===== config.mk =====
export PLATFORM = sky130hd
export DESIGN_NAME = random_target_gen
export DESIGN_NICKNAME = d
export VERILOG_FILES = /design/src/rtl/random_target_gen.sv
export SDC_FILE = /design/constraint.sdc
export NUM_CORES = 1
export LEC_CHECK = 0
export ABC_CLOCK_PERIOD_IN_PS = 4300
export CORE_AREA = 2 2 90 92
export CTS_CLUSTER_DIAMETER = 120
export CTS_CLUSTER_SIZE = 16
export DETAILED_ROUTE_END_ITERATION = 8
export DIE_AREA = 0 0 92 94
export HOLD_SLACK_MARGIN = 0.05
export SKIP_LAST_GASP = 1
export SYNTH_ARGS = -nofsm -noshare
export SYNTH_HDL_FRONTEND = slang
export SYNTH_SLANG_ARGS = --single-unit

===== constraint.sdc =====
create_clock -name clk -period 4.3 [get_ports clk]
set_input_delay 0.86 -clock clk [delete_from_list [all_inputs] [get_ports clk]]
set_output_delay 0.86 -clock clk [all_outputs]
set_load 0.1 [all_outputs]

===== src/rtl/random_target_gen.sv =====
// random_target_gen: LFSR-driven target position/colour picker
// with request handshake, bounded redraws and optional no-repeat.
module random_target_gen #(
  parameter int unsigned       NPOS      = 16,
  parameter int unsigned       IDXW      = 4,
  parameter int unsigned       LFSR_W    = 16,
  parameter logic [LFSR_W-1:0] TAPS      = 16'hB400,
  parameter logic [LFSR_W-1:0] SEED      = 16'hACE1,
  parameter int unsigned       NCOLORS   = 3,
  parameter int unsigned       CW        = 2,
  parameter int unsigned       MAX_TRY   = 7,
  parameter bit                NO_REPEAT = 1'b1
) (
  input  logic              clk,
  input  logic              rst,
  input  logic              remake_i,
  input  logic              color_mode_i,
  input  logic              seed_load_i,
  input  logic [LFSR_W-1:0] seed_in_i,
  output logic [NPOS:0]     position_o,
  output logic [CW-1:0]     color_o,
  output logic              valid_o,
  output logic              busy_o,
  output logic [15:0]       draw_cnt_o
);

  localparam int unsigned TW =
    (MAX_TRY < 1) ? 1 : $clog2(MAX_TRY + 1);

  localparam logic [TW-1:0]   MAX_T    = TW'(MAX_TRY);
  localparam logic [IDXW-1:0] LAST_POS = IDXW'(NPOS - 1);
  localparam logic [CW-1:0]   NCOL     = CW'(NCOLORS);
  localparam logic [CW-1:0]   COL_ONE  = CW'(1);

  typedef enum logic [1:0] {
    S_IDLE,
    S_DRAW,
    S_DONE
  } state_e;

  state_e            state_q, state_d;
  logic [LFSR_W-1:0] lfsr_q, lfsr_d;
  logic [TW-1:0]     try_q, try_d;
  logic              mode_q, mode_d;
  logic [IDXW-1:0]   last_q, last_d;
  logic              last_vld_q, last_vld_d;
  logic [CW-1:0]     col_cnt_q, col_cnt_d;
  logic [NPOS:0]     pos_q, pos_d;
  logic [CW-1:0]     color_q, color_d;
  logic              valid_q, valid_d;
  logic              busy_q, busy_d;
  logic [15:0]       cnt_q, cnt_d;

  logic [IDXW-1:0]   cand;
  logic              out_rng;
  logic              is_rep;
  logic              rej;
  logic [IDXW-1:0]   fb_idx;
  logic [IDXW-1:0]   idx;
  logic [CW-1:0]     rnd;
  logic              rnd_ok;
  logic [CW-1:0]     col_next;

  // LFSR free-runs; a seed load overrides the shift, zero maps to SEED
  always_comb begin
    lfsr_d = (lfsr_q >> 1) ^ (lfsr_q[0] ? TAPS : '0);
    if (seed_load_i) begin
      lfsr_d = (seed_in_i == '0) ? SEED : seed_in_i;
    end
  end

  // candidate qualification, fallback index and colour pick
  always_comb begin
    cand     = lfsr_q[IDXW-1:0];
    out_rng  = (32'(cand) >= NPOS);
    is_rep   = NO_REPEAT && last_vld_q && (cand == last_q);
    rej      = out_rng || is_rep;
    fb_idx   = '0;
    if (last_vld_q && (last_q != LAST_POS)) begin
      fb_idx = last_q + 1'b1;
    end
    idx      = rej ? fb_idx : cand;
    rnd      = lfsr_q[LFSR_W-1 -: CW];
    rnd_ok   = (rnd != '0) && (32'(rnd) <= NCOLORS);
    col_next = (col_cnt_q == NCOL) ? COL_ONE : col_cnt_q + 1'b1;
  end

  // draw sequencer: next state and registered output updates
  always_comb begin
    state_d    = state_q;
    try_d      = try_q;
    mode_d     = mode_q;
    last_d     = last_q;
    last_vld_d = last_vld_q;
    col_cnt_d  = col_cnt_q;
    pos_d      = pos_q;
    color_d    = color_q;
    valid_d    = 1'b0;
    busy_d     = busy_q;
    cnt_d      = cnt_q;
    unique case (state_q)
      S_IDLE: begin
        if (remake_i) begin
          state_d = S_DRAW;
          busy_d  = 1'b1;
          try_d   = '0;
          mode_d  = color_mode_i;
        end
      end
      S_DRAW: begin
        if (rej && (try_q != MAX_T)) begin
          try_d = try_q + 1'b1;
        end else begin
          state_d    = S_DONE;
          pos_d      = (NPOS+1)'(2) << idx;
          last_d     = idx;
          last_vld_d = 1'b1;
          valid_d    = 1'b1;
          busy_d     = 1'b0;
          cnt_d      = cnt_q + 16'd1;
          color_d    = (mode_q && rnd_ok) ? rnd : col_cnt_q;
          // the cyclic counter only moves when cyclic mode is used
          if (!mode_q) begin
            col_cnt_d = col_next;
          end
        end
      end
      S_DONE: begin
        state_d = S_IDLE;
      end
      default: begin
        state_d = S_IDLE;
      end
    endcase
  end

  // state and output registers with synchronous reset
  always_ff @(posedge clk) begin
    if (rst) begin
      state_q    <= S_IDLE;
      lfsr_q     <= SEED;
      try_q      <= '0;
      mode_q     <= 1'b0;
      last_q     <= '0;
      last_vld_q <= 1'b0;
      col_cnt_q  <= COL_ONE;
      pos_q      <= '0;
      color_q    <= '0;
      valid_q    <= 1'b0;
      busy_q     <= 1'b0;
      cnt_q      <= '0;
    end else begin
      state_q    <= state_d;
      lfsr_q     <= lfsr_d;
      try_q      <= try_d;
      mode_q     <= mode_d;
      last_q     <= last_d;
      last_vld_q <= last_vld_d;
      col_cnt_q  <= col_cnt_d;
      pos_q      <= pos_d;
      color_q    <= color_d;
      valid_q    <= valid_d;
      busy_q     <= busy_d;
      cnt_q      <= cnt_d;
    end
  end

  assign position_o = pos_q;
  assign color_o    = color_q;
  assign valid_o    = valid_q;
  assign busy_o     = busy_q;
  assign draw_cnt_o = cnt_q;

endmodule

### Register map, names as in the netlist, run 1

Scale bar: 20 um. Other sequential cells in the stronger grey, the rest of the logic in the fainter grey.
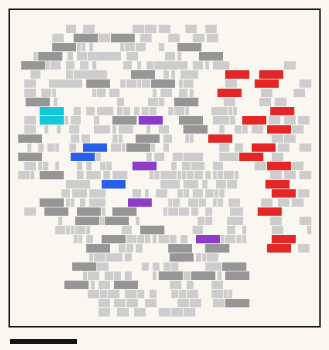
name in the netlist	colour	placed flops
`position_o`	red	16
`try_q`	blue	3
`state_q`	cyan	2
`last_q`	purple	4
not coloured	40
Core Util, Final: 49.8%
Seq. pwr: 645 uW

### Local utilization, run 1

The die is cut into 9 by 9 equal tiles; white is low, dark blue is high, 0 to 100% covered.
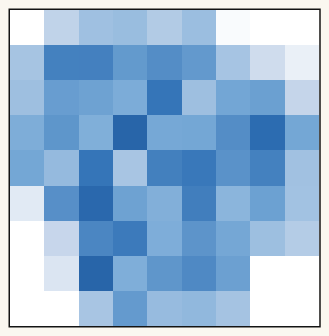
fullest tile	79%
mean over tiles	42%
nearly empty tiles	14%
FP Util: 39.8%
Placeable Area: 0.00761 mm2

### Cell outlines without signal wires, run 1

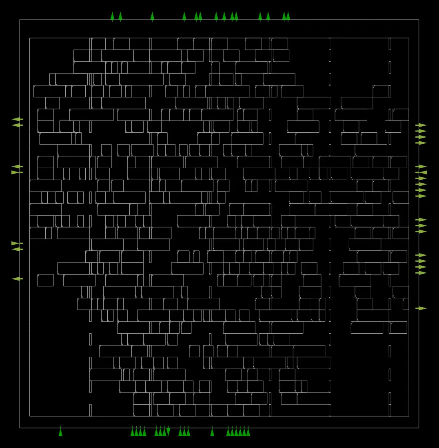
Seq/total area: 34.3%
layout filler cell count: 731
flip-flops: 65
fin cells: 472
num tapcells: 102

==> CHANGELOG.md, run 1 <==
### Changed

* Yosys cell count at 315
* Top cells by area: dfxtp_1 (43%), xnor2_1 (5.2%), a32o_1 (5.0%), nor2_1 (4.7%), a2111oi_4 (3.6%)
* Ys flops at 65
* Worst Hold Depth at 2
* Unique cell types at 55
* Clk slew on worst S/H paths at 0.07 ns
* Final setup viols at 0
* Clock Latency Late Sink at 0.35 ns
* Max Fclk at 352 MHz
* HPWL after DPL at 4720 um
* Hold WS at 0.462 ns
* Placed Instances at 456
* Cell-internal power at 926 uW
* Dpl cell area at 0.00361 mm2
* Setup WS pre-CTS at 1.65 ns
* Synth cell count leaders: dfxtp_1 (65), nor2_1 (38), nand2_1 (23)
* Largest net degree at the start of global routing at 32
* Final max-slew violation count at 0
* Post-Syn Nets at 341
* Die Width at 92 um
* Clk Tree Root Cell: clkbuf_8
* Post-synth EDFFs at 0
* Clock-net power at 469 uW
* Register area share after synthesis at 43.0%
* Slew HR at 33.9%
* Via-to-Cell Ratio at 5.23
* Slew at the pin with the worst max-slew slack at 0.989 ns
* Worst-path cell chain: clkdlybuf4s50_1
* Switching share of power at 29.4%
* Fin crit share at 66.0%
* Layout Skew at 0.0108 ns
* Data required, critical path at 3.44 ns
* Critical setup path kind: reg2out
* CP delay by family, top: buffers and inverters
* Worst r2r path cells at 6
* Min Tclk post-route at 2.84 ns
* Total Routing Usage GR at 16.6%
* Tool Warnings at 26
* Slowest stage delay, CP at 1.18 ns
* RSZ-0062 raised after global routing: no
* Status: complete, no violations
* FP Rows at 32
* # resized after CTS at 0
* Worst vdd ir at 181 uV
* Cell type with the largest total area: dfxtp_1
* Maximum fanout along the worst path at 6
## run 1: placed cells by master, fill, tap and decap left out, types with 3 or more instances in the layout
cell and instances:
nand3_1 12, clkinv_2 3, a311oi_1 4, nor2_1 38, inv_1 8, a21oi_1 13, o32ai_1 3, nand2b_1 7
a32o_1 15, ha_1 5, nor4_1 4, xnor2_1 18, clkbuf_8 11, xor2_1 3, a2111oi_4 4, buf_4 3
nand4_1 9, clkdlybuf4s50_1 55, mux2i_1 8, dfxtp_1 65, nand2_1 23, a211oi_1 7, o22ai_1 8, nor3_1 3
## run 1: worst paths after layout
path,from,endpoint,slack [ns]
worst min-delay path,lfsr_q[7],lfsr_q[6],0.46
worst max-delay path,draw_cnt_o[3],draw_cnt_o[3],1.46
worst min register to register,lfsr_q[7],lfsr_q[6],0.46
worst max register to register,try_q[0],position_o[13],1.80
## run 1: layout make-up
cell class              count  area (um2)
inverters                   8        30.0
well taps                 102         128
clock inverters             5        30.0
fillers                   731        3820
repair buffers             59         578
multi-input cells         222        1570
clock buffers              11         151
flip-flops and latches     65        1300
## run 1: cells by family after synthesis
| logic type | after synthesis | synth area share [%] |
|---|---|---|
| and+or+nand+nor | 114 | 18.9 |
| AOI/OAI and AO/OA | 70 | 20.7 |
| DFF | 65 | 43.0 |
| buffers and inverters | 28 | 5.05 |
| xor gates and xnor gates | 23 | 7.16 |
| muxes | 9 | 3.02 |
| adders and majority gates | 5 | 2.07 |
| other | 1 | 0.124 |
## run 1: per-layer routing
metal	GRT usage, %	up-vias	share of wire (%)
met5	0	-	0
met4	7.09	0	1.4
met3	3.93	9	4.0
met2	26.2	55	45
met1	21.9	1156	49
li1	-	1249	-
==> run 2: changes to the inputs <==
Settings changed: ABC_CLOCK_PERIOD_IN_PS 4300 to 2500, PLACE_DENSITY from default to 0.66.
Clock period 4.3 ns to 2.5 ns, I/O delays scaled along.
### Cell classes on the final placement, run 2

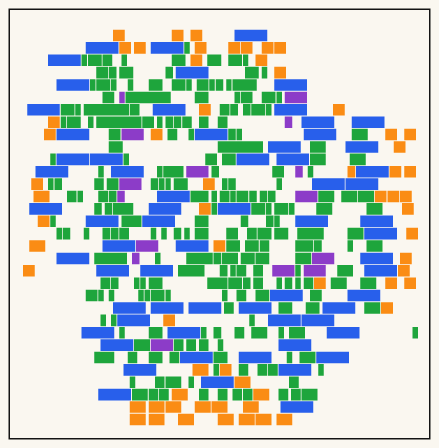
class	colour	cells	share of their area
flops	blue	65	36%
combinational and other logic	green	230	45%
other buffers and delay cells	orange	62	14%
clock drivers and dummy loads	purple	15	4.5%
FP Rows: 32
Seq/total area: 35.2%
Core Util, Final: 48.7%
post-route cell area: 0.00370 mm2

==> CHANGELOG.md, run 2 <==
### Changed

* Final max-slew violation count at 0 (unchanged)
* Yosys cell count at 315 (unchanged)
* Placed Instances at 459 (+0.66%)
* Die Width at 92 um (unchanged)
* Tool Warnings at 26 (unchanged)
* Slowest stage delay, CP at 0.57 ns (-0.61 ns)
* Most numerous logic cell after layout: dfxtp_1
* Final setup viols at 0 (unchanged)
* Post-Syn Nets at 341 (unchanged)
* Layout Skew at 0.00941 ns (-0.00136 ns)
* Data required, critical path at 2.77 ns (-0.67 ns)
* Clk slew on worst S/H paths at 0.07 ns (about the same)
* Ys flops at 65 (unchanged)
* Min Tclk post-route at 2.21 ns
* Most frequent logic cells in the routed design: dfxtp_1 (65), buf_4 (42), nor2_1 (38)
* Clock Latency Late Sink at 0.33 ns (-0.02 ns)
* Post-synth EDFFs at 0 (unchanged)
* HPWL after DPL at 4860 um (+3.0%)
* Register area share after synthesis at 43.0% (unchanged)
* Placeable Area at 0.00761 mm2 (unchanged)
* Hold WS at 0.462 ns (+0.000180 ns)
* Setup WS pre-CTS at 0.318 ns (-1.33 ns)
* Fin crit share at 88.3%
* Status: complete, no violations
* Initial antenna violation count at 0
* Post-CTS Setup Bufs at 0
* Layout filler cell count at 758 (+3.7%)
* Total Routing Usage GR at 16.7% (+0.10 points)
* Via-to-Cell Ratio at 5.30 (+1.2%)
* Slew at the pin with the worst max-slew slack at 0.640 ns (-0.349 ns)
* # resized after CTS at 0 (unchanged)
* Worst-path cell chain: ha_1, inv_1, a311oi_1, nand3_1, o21ai_1, a32o_1
* Synth cell count leaders: dfxtp_1 (65), nor2_1 (38), nand2_1 (23)
* Slew HR at 57.0% (+23 points)
* Dpl cell area at 0.00354 mm2 (-1.9%)
* RSZ-0062 raised after global routing: no
* Worst vdd ir at 259 uV (+43%)
* Largest net degree at the start of global routing at 32 (unchanged)
* Maximum fanout along the worst path at 9 (+3)
* Max Fclk at 453 MHz
-- run 2: metal layers --
layer / GRT usage, % / up-vias / wire length (um)
met4: 7.84 / 0 / 105
li1: - / 1259 / -
met3: 3.05 / 9 / 228
met1: 22.0 / 1195 / 3270
met5: 0 / - / 0
met2: 26.7 / 47 / 3180
-- run 2: power breakdown --
group	total, uW	internal [uW]	switching, uW
Combinational	342	113	229
Clock	747	375	372
Sequential	1110	1070	35.8
Total	2200	1560	637
-- run 2: path summary, 6_finish.rpt --
| kind | startpoint | to | slack (ns) | cells past startpoint |
|---|---|---|---|---|
| setup reg to reg | last_q[0] | position_o[3] | 0.29 | 6 |
| hold / removal | lfsr_q[8] | lfsr_q[7] | 0.46 | 2 |
| hold reg to reg | lfsr_q[8] | lfsr_q[7] | 0.46 | 2 |
| setup / recovery | last_q[0] | position_o[3] | 0.29 | 6 |
-- run 2: critical path: cells and delay by family, from the launching register on --
family | cells | cell delay (ns)
compound gates | 3 | 1.09
fa+ha+maj | 1 | 0.26
buf+inv | 1 | 0.05
flops | 1 | 0.57
simple gates | 1 | 0.18
-- run 2: logic make-up after synthesis --
| family | synth area share (%) |
|---|---|
| AOI/OAI and AO/OA | 20.7 |
| and+or+nand+nor | 18.9 |
| xor gates and xnor gates | 7.16 |
| DFF | 43.0 |
| buffers and inverters | 5.05 |
| muxes | 3.02 |
| other | 0.124 |
| adders and majority gates | 2.07 |
-- run 2: cell type report --
type | instances | area [um2] | share of cell area [%]
clock inverters | 4 | 20.0 | 0.541
inverters | 8 | 30.0 | 0.811
repair buffers | 62 | 510 | 13.8
flip-flops and latches | 65 | 1300 | 35.2
clock buffers | 11 | 141 | 3.82
well taps | 102 | 128 | 3.45
multi-input cells | 222 | 1570 | 42.4
==> run 3: changes to the inputs <==
Settings changed: ABC_CLOCK_PERIOD_IN_PS 2500 to 2800, DONT_BUFFER_PORTS from default to 1, PLACE_DENSITY 0.66 to default.
Clock period 2.5 ns to 2.8 ns, I/O delays scaled along.
### Register map, names as in the netlist, run 3

Scale bar: 20 um. Other sequential cells in the stronger grey, the rest of the logic in the fainter grey.
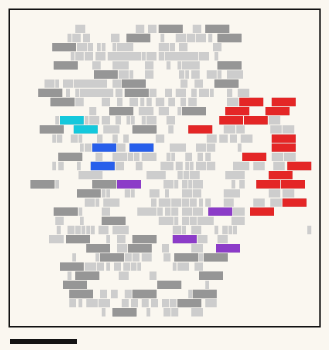
name in the netlist	colour	placed flops
`try_q`	blue	3
`state_q`	cyan	2
`last_q`	purple	4
`position_o`	red	16
not coloured	40
Storage cell area: 0.00130 mm2
Seq/total area: 38.8%
Core Util, Final: 44.1%
Seq. pwr: 1040 uW

==> CHANGELOG.md, run 3 <==
### Changed

* Worst Hold Depth at 1 (-1)
* Initial antenna violation count at 0 (unchanged)
* Data required, critical path at 3.08 ns (+0.31 ns)
* HPWL after DPL at 4580 um (-5.7%)
* FP Rows at 32 (unchanged)
* Clock Latency Late Sink at 0.34 ns (about the same)
* Seq pwr share at 53.5% (+3.0 points)
* Min Tclk post-route at 2.20 ns (-0.00244 ns)
* Setup crit start: last_q[0]
* Switching share of power at 29.6% (+0.60 points)
* Placeable Area at 0.00761 mm2 (unchanged)
* Status: complete, no violations
* Via-to-Cell Ratio at 5.46 (+3.0%)
* Slew HR at 33.5% (-24 points)
* Maximum fanout along the worst path at 9 (unchanged)
* Yosys cell count at 315 (unchanged)
* Register area share after synthesis at 43.0% (unchanged)
* Comb area leader: AND-OR/OR-AND gates
* Worst vdd ir at 258 uV (-0.31%)
* Simple share at 18.9% (unchanged)
* Worst Hold Path EP: lfsr_q[14]
* Synth cell count leaders: dfxtp_1 (65), nor2_1 (38), nand2_1 (23)
* Sw Pwr at 575 uW (-9.8%)
* Setup crit end: position_o[1]
* End of the worst register-to-register path: position_o[1]
* Yosys adder share at 2.07% (unchanged)
* Worst hold start: rst
* Largest net degree at the start of global routing at 57 (+78%)
* Fin crit share at 78.7% (-9.5 points)
* Hold WS at 0.285 ns (-0.177 ns)
* Post-synth EDFFs at 0 (unchanged)
* Slew at the pin with the worst max-slew slack at 0.996 ns (+0.356 ns)
* Final max-slew violation count at 0 (unchanged)
* RSZ-0062 raised after global routing: no
* Post-Syn Nets at 341 (unchanged)
* Tool Warnings at 26 (unchanged)
* # resized after CTS at 0 (unchanged)
* Crit Reg-Reg Startpoint: last_q[0]
* Worst r2r path cells at 6 (unchanged)
* Clk slew on worst S/H paths at 0.08 ns (about the same)
* Max Fclk at 454 MHz (+0.11%)
* Reg-to-reg slack, setup at 0.60 ns (+0.30 ns)
* Most frequent logic cells in the routed design: dfxtp_1 (65), nor2_1 (38), nand2_1 (23)
* Mux share at 3.02% (unchanged)
run 3: cell count changes in the layout (fill, tap and decap cells not counted), sizes merged:
cell	previous run	this run
clkbuf	11	10
buf	43	19
clkinv	4	2
clkdlybuf4s50	19	0
clkinvlp	0	4
run 3: cell type report:
cell class                      instances  area [um2]  area share [%]
Tap cell                              102         128            3.81
Clock inverter                          6        43.8            1.31
Multi-Input combinational cell        222        1570            46.8
Clock buffer                           10         138            4.10
Timing Repair Buffer                   19         143            4.25
Sequential cell                        65        1300            38.8
Inverter                                8        30.0           0.896
run 3: critical path, stage by stage, from the launching register on:
cell and delay [ns]:
dfxtp_1 0.59, ha_1 0.26, and2_1 0.13, nand4_1 0.20, mux2i_1 0.19, nor3_1 0.52
a32o_1 0.27
run 3: metrics by stage:
step | instance area [um2] | instances | setup slack, ns
2_1_floorplan | 3020 | 315 | 0.314
3_3_place_gp | 3170 | 416 | 0.631
3_5_place_dp | 3170 | 416 | 0.596
4_1_cts | 3350 | 432 | 0.579
5_1_grt | 3350 | 432 | 0.374
6_report | 3350 | 432 | 0.595
run 3: routing by layer:
| layer | part of all wire (%) | wire [um] | vias up | GRT usage, % |
|---|---|---|---|---|
| li1 | - | - | 1171 | - |
| met1 | 47 | 3090 | 1112 | 21.6 |
| met2 | 44 | 2890 | 70 | 23.8 |
| met3 | 7.3 | 479 | 4 | 4.74 |
| met4 | 1.1 | 71 | 0 | 7.46 |
| met5 | 0 | 0 | - | 0 |
run 3: power by group through the flow:
stage	clock network (uW)	registers, uW	logic [uW]
detailed placement	0	1060	196
floorplan	0	1060	177
finish	709	1040	196
global route	776	1040	219
CTS	731	1040	196
global placement	0	1060	194
No activity file was given, so power comes from the tool's default toggle rates.
